Fig. 1: run 1, placement by cell class
Scale bar: 200 microns. Fill, decap, tap and diode cells in grey.
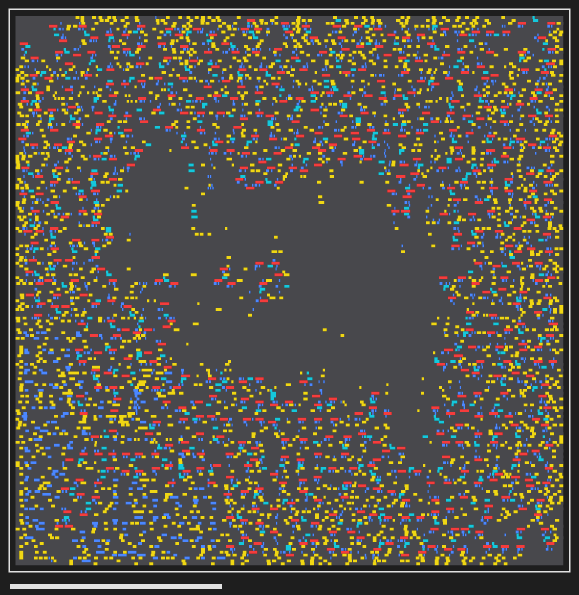
Fig. 2: run 1, routing congestion
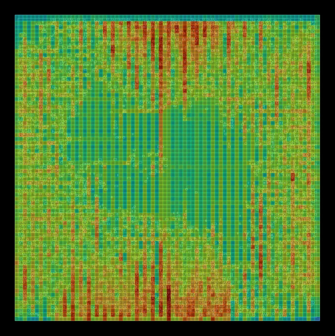
Fig. 3: run 1, signal wires on met4
Scale bar: 200 microns. Supply wires on this layer in grey.
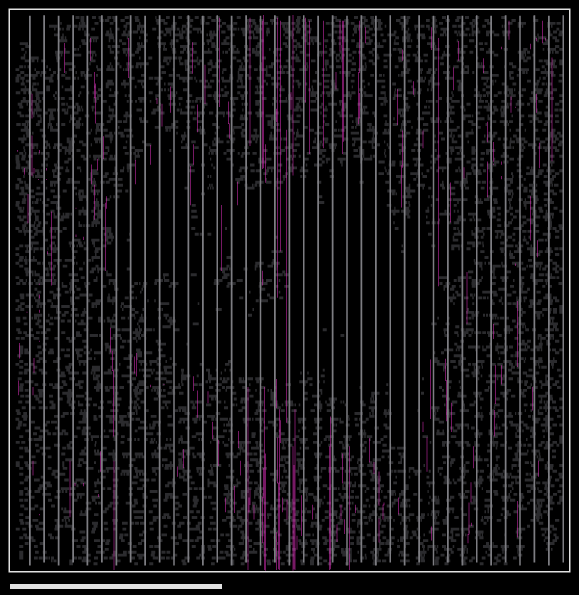
==> config.mk <==
export PLATFORM = sky130hd
export DESIGN_NAME = ccip_c0_rd_arbiter
export DESIGN_NICKNAME = d
export VERILOG_FILES = /design/src/rtl/ccip_c0_rd_arbiter.sv
export SDC_FILE = /design/constraint.sdc
export NUM_CORES = 1
export LEC_CHECK = 0
export CAP_MARGIN = 10
export CELL_PAD_IN_SITES_DETAIL_PLACEMENT = 1
export CELL_PAD_IN_SITES_GLOBAL_PLACEMENT = 1
export CORE_AREA = 5 5 521 523
export CTS_BUF_LIST = sky130_fd_sc_hd__clkbuf_8
export CTS_CLUSTER_DIAMETER = 30
export CTS_CLUSTER_SIZE = 8
export DETAILED_ROUTE_END_ITERATION = 12
export DIE_AREA = 0 0 526 528
export GPL_TIMING_DRIVEN = 0
export PLACE_DENSITY_LB_ADDON = 0.05
export SETUP_SLACK_MARGIN = 0.05
export SLEW_MARGIN = 10
export SYNTH_ARGS = -nofsm -noshare
export SYNTH_HDL_FRONTEND = slang
export SYNTH_SLANG_ARGS = --single-unit
==> constraint.sdc <==
create_clock -name vl_clk_LPdomain_16ui -period 1.61 [get_ports vl_clk_LPdomain_16ui]
set_input_delay 0.2415 -clock vl_clk_LPdomain_16ui [delete_from_list [all_inputs] [get_ports vl_clk_LPdomain_16ui]]
set_output_delay 0.2415 -clock vl_clk_LPdomain_16ui [all_outputs]
set_load 0.01 [all_outputs]
==> metrics.log, run 1 <==
[metrics] run summary
[metrics] total buffers and inverters traversed by the critical path: 3
[metrics] worst skew pair latency: 0.87 ns
[metrics] slowest stage cell, crit path: or4_1
[metrics] xor+xnor area frac: 0%
[metrics] maximum fanout along the worst path: 10
[metrics] DR WL met2: 101 mm
[metrics] instance count on the critical path: 6
[metrics] number of flip-flops in the largest register: 512
[metrics] Detailed Route Iter0 Violations: 660
[metrics] Multiplexer share: 7.39%
[metrics] FMAX: 388 MHz
[metrics] total global routing overflow: 0
[metrics] number of setup violations in the final report: 66
[metrics] post-layout worst setup margin: -0.965 ns
[metrics] setup repair after global routing missed its margin: true
[metrics] clock tree root buffer cell: clkbuf_8
[metrics] Sum Neg Setup Slack: -30.97 ns
[metrics] violations in the final reports: setup timing
[metrics] Net Switching: 0.0164 W
[metrics] final critical-path share of the clock period: 160%
[metrics] Max-slew headroom: 51.6%
[metrics] number of flip-flops and latches in the synthesized netlist: 590
[metrics] yosys-reported design area after synthesis: 0.0233 sq mm
[metrics] worst setup path category: in -> out
[metrics] HPWL reported at the end of detailed placement: 166 mm
[metrics] leading cell type by number of instances after synthesis: nand2_1
[metrics] fill cell total of the finished layout: 30,800
[metrics] Simple-Gate Fraction of Synth Area: 18.7%
[metrics] tally of nets with antenna violations remaining after routing: 0
[metrics] number of buffers on the longest clock path: 4
[metrics] Buffers on Ports: 1,347
[metrics] Post-Synthesis Cell Area: 0.0233 sq mm
[metrics] cells along the critical path: clkdlybuf4s50_1 -> or4_1 -> nand3b_2 -> buf_2 -> nor3_4 -> buf_6
[metrics] Seq Cell Count: 590
[metrics] number of logic gates: 1,891
[metrics] number of antenna violations at the first check in global routing: 104
[metrics] most frequent cells in the layout: nand2_1, clkdlybuf4s50_1, buf_6, dfxtp_2, dlygate4sd3_1
[metrics] non-filler cells, final: 8,827
[metrics] Antenna Diode Count: 43
[metrics] fraction of layout cells with a size suffix above 1: 37.3%
[metrics] Pwr Density: 1000 mW/mm^2
[metrics] P&R area growth vs syn: 140%
[metrics] GRT met3 Usage: 6.66%
[metrics] Int Power: 0.0395 W
[metrics] required arrival time at the worst endpoint: 1.37 ns
[metrics] reported leakage power: 22.3 nW
[metrics] fraction of the core area occupied by cells at floorplan: 8.74%
[metrics] flip-flops with a built-in enable: 0
[metrics] CP arrival: 2.33 ns
[metrics] placed standard-cell area: 0.0413 sq mm
[metrics] Final clock-cell share: 9.42%
[metrics] outcome: finished, violations left
[metrics] DP Cell Count: 7,603
[metrics] syn avg cell area: 8.62 sq um
About Fig. 1:
legend:
  red:
    class: flip-flops
    cells: 590
    share_of_their_area: 25%
  blue:
    class: all other logic
    cells: 1,896
    share_of_their_area: 21%
  yellow:
    class: other buffers and delay cells
    cells: 2,241
    share_of_their_area: 44%
  cyan:
    class: clock drivers and dummy loads
    cells: 505
    share_of_their_area: 10%
Core ar.: 0.266 sq mm
std cell rows: 190
Finished Cell Area: 0.0558 sq mm
post-layout utilization of the core: 20.9%

About Fig. 2:
grt peak-use layer: met2
met1 routing resource usage after global routing: 14.8%
global-route track usage on met2: 25.2%

About Fig. 3:
wire length on this layer: 7,010 microns
main direction: vertical
nets with wire on the layer: 112
Total Wirelength: 206 mm
via count: 28,800

==> run 2, diff against run 1 <==
--- a/config.mk
+++ b/config.mk
@@ -16,8 +16,8 @@
 export DIE_AREA = 0 0 526 528
 export GPL_TIMING_DRIVEN = 0
 export PLACE_DENSITY_LB_ADDON = 0.05
-export SETUP_SLACK_MARGIN = 0.05
 export SLEW_MARGIN = 10
 export SYNTH_ARGS = -nofsm -noshare
 export SYNTH_HDL_FRONTEND = slang
 export SYNTH_SLANG_ARGS = --single-unit
+export TNS_END_PERCENT = 20
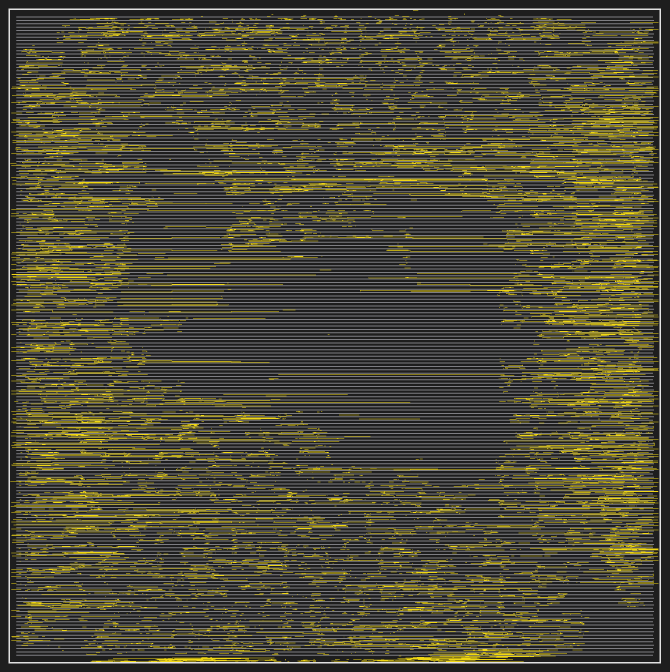
Fig. 4. M1 wires (run 2).
Supply wires on this layer in grey.
wire length on this layer: 76.6 mm
main direction: horizontal
longest straight run: 213 microns
nets with wire on the layer: 5,295
via count: 28,500
met1 routing resource usage after global routing: 14.8%
Total Wirelength: 205 mm

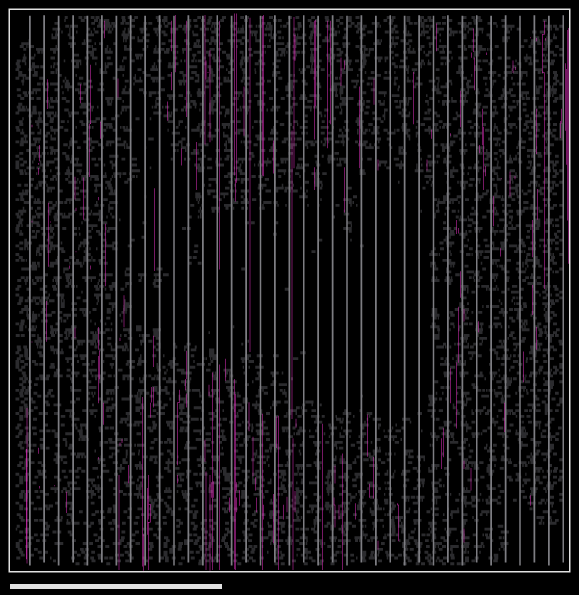
Fig. 5. Signal wires on met4 (run 2).
Scale bar: 200 microns. Supply wires on this layer in grey.
main direction: vertical
nets with wire on the layer: 115
wire length on this layer: 8,330 microns
longest straight run: 314 microns
share of all routed wire: 4.1%

==> run 2 against run 1 <==
  * Combinational power decreased by 8%
  * Clock skew is 0.022 ns lower
  * Setup slack got worse by 0.015 ns
  * Sequential share of layout area about the same
  * Total power shrank 0.66%
  * Synthesized cell count is the same
  * Via count decreased by 1.0%
  * Register-to-register slack improved by 0.14 ns
  * First-iteration DRC count is 1.8% lower
  * Design area shrank 2.8%
  * Highest routed layer unchanged
  * The flow still finishes with violations (setup timing)
  * Non-clock buffer count is 29 lower
  * Die area unchanged
==> metrics.log, run 2 <==
[metrics] run summary
[metrics] DP Cell Count: 7,603
[metrics] violations in the final reports: setup timing
[metrics] P&R area growth vs syn: 133%
[metrics] number of antenna violations at the first check in global routing: 123
[metrics] non-filler cells, final: 8,792
[metrics] Pwr Density: 1020 mW/mm^2
[metrics] number of setup violations in the final report: 660
[metrics] global-route track usage on met2: 24.4%
[metrics] Seq Cell Count: 590
[metrics] syn avg cell area: 8.62 sq um
[metrics] worst skew pair latency: 0.91 ns
[metrics] outcome: finished, violations left
[metrics] instance count on the critical path: 8
[metrics] Finished Cell Area: 0.0542 sq mm
[metrics] number of buffers on the longest clock path: 4
[metrics] Int Power: 0.0393 W
[metrics] total global routing overflow: 0
[metrics] DR WL met2: 98.6 mm
[metrics] FMAX: 386 MHz
[metrics] CP arrival: 2.35 ns
[metrics] post-layout worst setup margin: -0.980 ns
[metrics] yosys-reported design area after synthesis: 0.0233 sq mm
[metrics] leading cell type by number of instances after synthesis: nand2_1
[metrics] Simple-Gate Fraction of Synth Area: 18.7%
[metrics] Post-Synthesis Cell Area: 0.0233 sq mm
[metrics] worst setup path category: reg -> out
[metrics] Final clock-cell share: 9.87%
[metrics] slowest stage cell, crit path: dfxtp_4
[metrics] Buffers on Ports: 1,347
[metrics] Detailed Route Iter0 Violations: 648
[metrics] number of logic gates: 1,891
[metrics] Net Switching: 0.0162 W
[metrics] grt peak-use layer: met2
[metrics] Antenna Diode Count: 59
[metrics] number of flip-flops in the largest register: 512
Power and IR drop assume default switching activity.
